Sequential cells grouped by signal name:
Bar = 50 um. Other sequential cells in the stronger grey, the rest of the logic in the fainter grey.
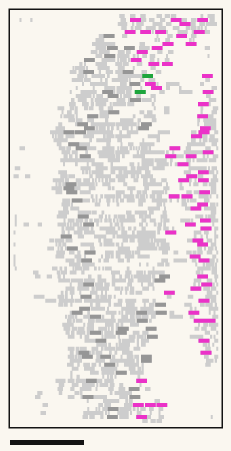
Placement view:
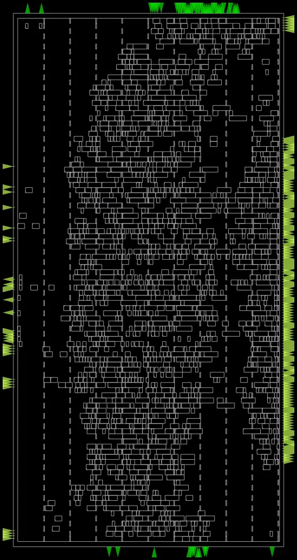
M3 wires:
Bar = 50 um.
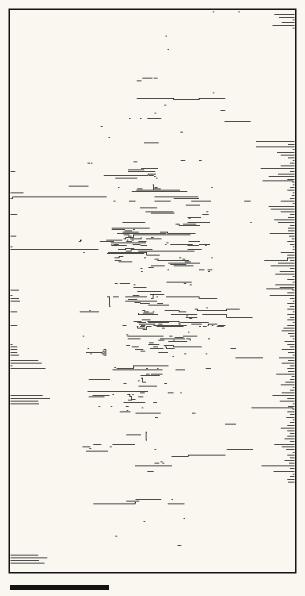
<file path="config.mk">
export PLATFORM = sky130hd
export DESIGN_NAME = issue_ctrl_flat
export DESIGN_NICKNAME = d
export VERILOG_FILES = /design/src/rtl/issue_ctrl_if.sv /design/src/rtl/issue_ctrl.sv /design/src/flat_wrapper.sv
export SDC_FILE = /design/constraint.sdc
export NUM_CORES = 1
export LEC_CHECK = 0
export CAP_MARGIN = 30
export CORE_ASPECT_RATIO = 2
export CORE_MARGIN = 2
export CORE_UTILIZATION = 30
export DETAILED_ROUTE_END_ITERATION = 8
export GPL_ROUTABILITY_DRIVEN = 0
export SYNTH_ARGS = -nofsm -noshare
export SYNTH_HDL_FRONTEND = slang
export SYNTH_SLANG_ARGS = --single-unit
export TNS_END_PERCENT = 30
</file>
<file path="constraint.sdc">
create_clock -name clk -period 12.7 [get_ports clk]
set_input_delay 2.54 -clock clk [delete_from_list [all_inputs] [get_ports clk]]
set_output_delay 2.54 -clock clk [all_outputs]
set_load 0.03 [all_outputs]
</file>
<file path="src/rtl/issue_ctrl_if.sv">
// Frontend-to-issue handshake: the two FIFO head instructions with their
// per-slot decode flags, and the read count returned to the FIFO.
package issue_ctrl_pkg;
    typedef struct packed {
        logic [15:0] op;
        logic [4:0]  w_reg;
        logic [4:0]  r_reg0;
        logic [4:0]  r_reg1;
    } inst_t;
endpackage

interface issue_ctrl_if;
    import issue_ctrl_pkg::*;

    inst_t [1:0] inst;
    logic  [1:0] inst_valid;
    logic  [1:0] long_lat;
    logic  [1:0] is_mem;
    logic  [1:0] solo;
    logic  [1:0] issue_num;

    modport master (
        output inst, inst_valid, long_lat, is_mem, solo,
        input  issue_num
    );

    modport slave (
        input  inst, inst_valid, long_lat, is_mem, solo,
        output issue_num
    );
endinterface

</file>
<file path="src/rtl/issue_ctrl.sv">
// Dual-issue stage with a per-register pending-writer scoreboard for RAW stalls.
// Optional statistics counters are built only when ISSUE_CTRL_STAT_EN is defined.
module issue_ctrl_sva (
    input logic clk,
    input logic rst,
    input logic underflow_i
);
    // A release must never outnumber the counted writers of a register.
    property p_no_underflow;
        @(posedge clk) disable iff (rst) !underflow_i;
    endproperty
    a_no_underflow: assert property (p_no_underflow);
endmodule

module issue_ctrl
    import issue_ctrl_pkg::*;
#(
    parameter int REG_NUM  = 32,
    parameter int SB_CNT_W = 2
) (
    input  logic                 clk,
    input  logic                 rst,
    issue_ctrl_if.slave          fe,
    input  logic                 backend_stall_i,
    input  logic                 flush_i,
    input  logic [1:0]           wb_release_valid_i,
    input  logic [1:0][4:0]      wb_release_reg_i,
    output inst_t [1:0]          inst_o,
    output logic  [1:0]          inst_valid_o,
    output logic  [31:0]         hazard_stall_cnt_o,
    output logic  [31:0]         dual_issue_cnt_o
);
    localparam int CW = SB_CNT_W + 2;
    localparam logic [SB_CNT_W-1:0] SB_MAX = '1;

    logic [SB_CNT_W-1:0] sb_q [REG_NUM];
    logic [SB_CNT_W-1:0] sb_d [REG_NUM];
    inst_t [1:0]         inst_q, inst_d;
    logic  [1:0]         inst_valid_q, inst_valid_d;

    logic [1:0]          hz_s;
    logic                i0_s, i1_s;
    logic                raw_s, waw_s;
    logic [REG_NUM-1:0]  underflow_s;

    // Per-slot hazard: pending writer on a source, or saturated counter on a long-latency destination.
    always_comb begin
        hz_s = 2'b00;
        for (int s = 0; s < 2; s++) begin
            hz_s[s] = ((fe.inst[s].r_reg0 != 5'd0) && (sb_q[fe.inst[s].r_reg0] != '0))
                   || ((fe.inst[s].r_reg1 != 5'd0) && (sb_q[fe.inst[s].r_reg1] != '0))
                   || (fe.long_lat[s] && (fe.inst[s].w_reg != 5'd0)
                       && (sb_q[fe.inst[s].w_reg] == SB_MAX));
        end
    end

    // Issue decision; slot 1 only ever issues alongside slot 0.
    always_comb begin
        raw_s = (fe.inst[0].w_reg != 5'd0)
             && ((fe.inst[0].w_reg == fe.inst[1].r_reg0) || (fe.inst[0].w_reg == fe.inst[1].r_reg1));
        waw_s = fe.long_lat[0] && fe.long_lat[1] && (fe.inst[0].w_reg != 5'd0)
             && (fe.inst[0].w_reg == fe.inst[1].w_reg);
        i0_s  = fe.inst_valid[0] && !hz_s[0] && !backend_stall_i && !flush_i && !rst;
        i1_s  = i0_s && fe.inst_valid[1] && !hz_s[1] && !fe.solo[0] && !fe.solo[1]
             && !(fe.is_mem[0] && fe.is_mem[1]) && !raw_s && !waw_s;
    end

    assign fe.issue_num = {1'b0, i0_s} + {1'b0, i1_s};

    // Execute-stage input register next state: flush beats stall, stall holds.
    always_comb begin
        inst_d       = inst_q;
        inst_valid_d = inst_valid_q;
        if (flush_i) begin
            inst_valid_d = 2'b00;
        end else if (backend_stall_i) begin
            inst_valid_d = inst_valid_q;
        end else begin
            inst_d       = fe.inst;
            inst_valid_d = {i1_s, i0_s};
        end
    end

    // Scoreboard next state: issued long-latency writers minus releases, clamped at zero.
    always_comb begin
        logic [CW-1:0] inc, dec, sum;
        sb_d[0]     = '0;
        underflow_s = '0;
        for (int r = 1; r < REG_NUM; r++) begin
            inc = CW'(i0_s && fe.long_lat[0] && (fe.inst[0].w_reg == 5'(r)))
                + CW'(i1_s && fe.long_lat[1] && (fe.inst[1].w_reg == 5'(r)));
            dec = CW'(wb_release_valid_i[0] && (wb_release_reg_i[0] == 5'(r)))
                + CW'(wb_release_valid_i[1] && (wb_release_reg_i[1] == 5'(r)));
            sum = CW'(sb_q[r]) + inc;
            if (dec > sum) begin
                sb_d[r]        = '0;
                underflow_s[r] = 1'b1;
            end else begin
                sb_d[r] = SB_CNT_W'(sum - dec);
            end
        end
    end

    // State registers.
    always_ff @(posedge clk) begin
        if (rst) begin
            inst_q       <= '0;
            inst_valid_q <= 2'b00;
            for (int r = 0; r < REG_NUM; r++) sb_q[r] <= '0;
        end else begin
            inst_q       <= inst_d;
            inst_valid_q <= inst_valid_d;
            for (int r = 0; r < REG_NUM; r++) sb_q[r] <= sb_d[r];
        end
    end

    assign inst_o       = inst_q;
    assign inst_valid_o = inst_valid_q;

`ifdef ISSUE_CTRL_STAT_EN
    logic [31:0] hazard_cnt_q, hazard_cnt_d;
    logic [31:0] dual_cnt_q, dual_cnt_d;

    // Statistic counters next state; both wrap naturally.
    always_comb begin
        if (fe.inst_valid[0] && !backend_stall_i && !flush_i && !i0_s) begin
            hazard_cnt_d = hazard_cnt_q + 32'd1;
        end else begin
            hazard_cnt_d = hazard_cnt_q;
        end
        if (i1_s) begin
            dual_cnt_d = dual_cnt_q + 32'd1;
        end else begin
            dual_cnt_d = dual_cnt_q;
        end
    end

    // Statistic counter registers.
    always_ff @(posedge clk) begin
        if (rst) begin
            hazard_cnt_q <= 32'd0;
            dual_cnt_q   <= 32'd0;
        end else begin
            hazard_cnt_q <= hazard_cnt_d;
            dual_cnt_q   <= dual_cnt_d;
        end
    end

    assign hazard_stall_cnt_o = hazard_cnt_q;
    assign dual_issue_cnt_o   = dual_cnt_q;
`else
    assign hazard_stall_cnt_o = 32'd0;
    assign dual_issue_cnt_o   = 32'd0;
`endif

    issue_ctrl_sva u_sva (
        .clk         (clk),
        .rst         (rst),
        .underflow_i (|underflow_s)
    );
endmodule

</file>
<file path="src/flat_wrapper.sv">
// flat-port wrapper written by rule: the top's interface ports become plain ports
module issue_ctrl_flat import issue_ctrl_pkg::*;
#(
    parameter int REG_NUM  = 32,
    parameter int SB_CNT_W = 2
)
  (clk, rst, backend_stall_i, flush_i, wb_release_valid_i, wb_release_reg_i, inst_o, inst_valid_o, hazard_stall_cnt_o, dual_issue_cnt_o, fe_inst, fe_inst_valid, fe_long_lat, fe_is_mem, fe_solo, fe_issue_num);
  issue_ctrl_if fe_i ();
  input  logic clk;
  input  logic rst;
  input  logic backend_stall_i;
  input  logic flush_i;
  input  logic [1:0] wb_release_valid_i;
  input  logic [1:0][4:0] wb_release_reg_i;
  output inst_t [1:0] inst_o;
  output logic  [1:0] inst_valid_o;
  output logic  [31:0] hazard_stall_cnt_o;
  output logic  [31:0] dual_issue_cnt_o;
  input wire logic [$bits(fe_i.inst)-1:0] fe_inst;
  input wire logic [$bits(fe_i.inst_valid)-1:0] fe_inst_valid;
  input wire logic [$bits(fe_i.long_lat)-1:0] fe_long_lat;
  input wire logic [$bits(fe_i.is_mem)-1:0] fe_is_mem;
  input wire logic [$bits(fe_i.solo)-1:0] fe_solo;
  output wire logic [$bits(fe_i.issue_num)-1:0] fe_issue_num;
  assign fe_i.inst = fe_inst;
  assign fe_i.inst_valid = fe_inst_valid;
  assign fe_i.long_lat = fe_long_lat;
  assign fe_i.is_mem = fe_is_mem;
  assign fe_i.solo = fe_solo;
  assign fe_issue_num = fe_i.issue_num;
  issue_ctrl #(.REG_NUM(REG_NUM), .SB_CNT_W(SB_CNT_W)) u_core (.clk(clk), .rst(rst), .fe(fe_i), .backend_stall_i(backend_stall_i), .flush_i(flush_i), .wb_release_valid_i(wb_release_valid_i), .wb_release_reg_i(wb_release_reg_i), .inst_o(inst_o), .inst_valid_o(inst_valid_o), .hazard_stall_cnt_o(hazard_stall_cnt_o), .dual_issue_cnt_o(dual_issue_cnt_o));
endmodule
</file>
==> impl_metrics.json <==
{
  "rr_startpoint": "u_core.sb_q[30][1]",
  "crit_top_cell": "clkdlybuf4s50_1",
  "maxSlewHeadroom": 0.319,
  "firstDrtPassIters": 7,
  "setup_viol_count_final": 0,
  "openroad.warnings": 57,
  "netlist.area_leader.share": 0.216,
  "die_w_um": 143,
  "max_freq_mhz": 113,
  "place_ws_ps": 3880,
  "core_mm2": 0.0385,
  "dp.cells": 2038,
  "maxCapViolCount": 0,
  "p_sw_uw": 374,
  "ys_warn_count": 0,
  "status": "finished clean",
  "clk_pin_slew_worst_paths_ps": 50,
  "p_seq_frac": 0.360,
  "max_stage_delay_ps": 840,
  "grt_first_pass_wirelength_mm": 60.8,
  "numPortBuffers": 151,
  "hp-start": "u_core.inst_o[17]",
  "post-route-cell-area_mm2": 0.0139,
  "crit_start": "fe_inst[10]",
  "synth_area_leader_cell": "dfxtp_1",
  "synth_cells": 1438,
  "cp.depth": 11,
  "path_cells": "clkdlybuf4s50_1 > or2_2 > nor4_1 > nand2b_1 > o211ai_1 > nor4b_2 > nand3_2 > buf_4 > nor2_1 > ha_1 > clkdlybuf4s50_1",
  "ios": 216,
  "die_h_um": 283,
  "cts.path.max_buffers": 2,
  "wl_met3_mm": 2.67,
  "vias_per_cell": 5.17,
  "clock_power_share": 0.424,
  "worst-setup-path-type": "in -> out",
  "cts_root_buf": "clkbuf_16",
  "final_nets": 1811,
  "grtUsageTotal": 0.202,
  "rrSetupSlack_ps": 7890,
  "skew_ps": 14.9,
  "area_growth_pct": 19.2,
  "netlist_top_cells_area": "dfxtp_1 (22%), ha_1 (17%), mux4_2 (7.7%)",
  "fin_setup_tns_ps": 0,
  "top_layer": "met4",
  "worst_hold_slack_ps": 452,
  "cts.sinks": 126,
  "wl_per_cell_um": 19.8,
  "fin_crit_ps": 8850,
  "synth.top_cells.by_count": "nand2_1 (181), nor2_1 (166), ha_1 (156), dfxtp_1 (126), a21oi_1 (102)",
  "cp.required_ps": 10160,
  "yosysUniqueCellTypes": 59,
  "place_area_mm2": 0.0133,
  "busiest_layer": "met2",
  "rows": 102,
  "intPower_uw": 805,
  "worst_slew_pin_slew_ps": 1020,
  "top_cell": "nand2_1",
  "synth_area_mm2": 0.0117,
  "hold_viol": 0,
  "wl_met2_mm": 20.4,
  "crit_family": "buffers and inverters",
  "grt_use_met2": 0.356,
  "crit_path_end_kind": "primary output",
  "antenna_found_initial": 2,
  "ys_cells": 1438,
  "power_leader": "clock",
  "hp-class": "reg -> reg",
  "avgSynthCellArea_um2": 8.11,
  "final_cell_mix": "nand2_1 (181), nor2_1 (165), ha_1 (156)",
  "hold_buffers": 0,
  "dp_hpwl_mm": 32.3,
  "grt_max_degree": 65,
  "total_power_uw": 1180,
  "worst_hold_path.endpoint": "u_core.inst_o[17]",
  "cts_tree": "yes",
  "p_sw_frac": 0.318,
  "async_flop_share": 0,
  "p_per_area_mw_per_mm2": 84.9,
  "r2r_cells": 16,
  "min_path_cells": 2,
  "edf_count": 0,
  "rsz0062_at_grt": "false",
  "setup_ws_ps": 3850,
  "met1_usage": 0.196,
  "ant_nets": 0,
  "fp_util": 0.302,
  "critPathBufInv": 3,
  "numSynthFlops": 126,
  "cts_setup_buffers": 0,
  "synth_seq_share": 0.216,
  "drt-met1-wl_mm": 13.8,
  "final_layout_size_suffix_gt1_frac": 0.0683,
  "worstPathArrival_ps": 6310,
  "cp_max_fo": 32,
  "final_max_slew_viol_count": 0,
  "final_common_cell": "nand2_1",
  "route.detailed.drc": 0,
  "p_comb_uw": 255,
  "start_kind": "input port",
  "fin_crit_sh": 0.697,
  "cts_resized": 0,
  "n_fill_cell": 3985,
  "peakVddDrop_uv": 97.6,
  "rr_endpoint": "u_core.sb_q[16][1]",
  "leakage_uw": 0.00539,
  "htreeDepth": 4,
  "detail_route.iter0.violations": 642
}
About 'sequential cells grouped by signal name':
netlist name	colour	sequential cells
u_core.inst_o	magenta	62
u_core.inst_valid_o	green	2
not coloured	62
Seq/total area: 0.182
final core occ: 0.360
Seq. pwr: 425 uW

About 'placement view':
# Taps: 520
Non-Filler Instances: 2072

About 'M3 wires':
nets with wire on the layer	297
share of all routed wire	6.5%
via count: 10713
met3 Use GR: 0.0341
routed wire length: 40.9 mm

[kinds of logic (layout without fill, tap and decap cells)]
logic type	Yosys count	in the layout	synth area share
adders and majority gates	187	187	0.221
and+or+nand+nor	594	594	0.241
DFF	126	126	0.216
AOI/OAI and AO/OA	188	188	0.0918
other	1	65	0.000322
muxes	54	54	0.0903
buffers and inverters	242	292	0.105
xor gates and xnor gates	46	46	0.0346
[final cells by class]
cell class | instances | area [um^2] | share of cell area
Antenna cell | 1 | 2.50 | 0.000180
Clock buffer | 20 | 457 | 0.0329
Clock inverter | 12 | 135 | 0.00973
Inverter | 99 | 372 | 0.0267
Multi-Input combinational cell | 1133 | 8150 | 0.587
Sequential cell | 126 | 2520 | 0.182
Tap cell | 520 | 651 | 0.0468
Timing Repair Buffer | 161 | 1600 | 0.115
Power figures rest on the tool's default switching activity, not on a simulated workload.
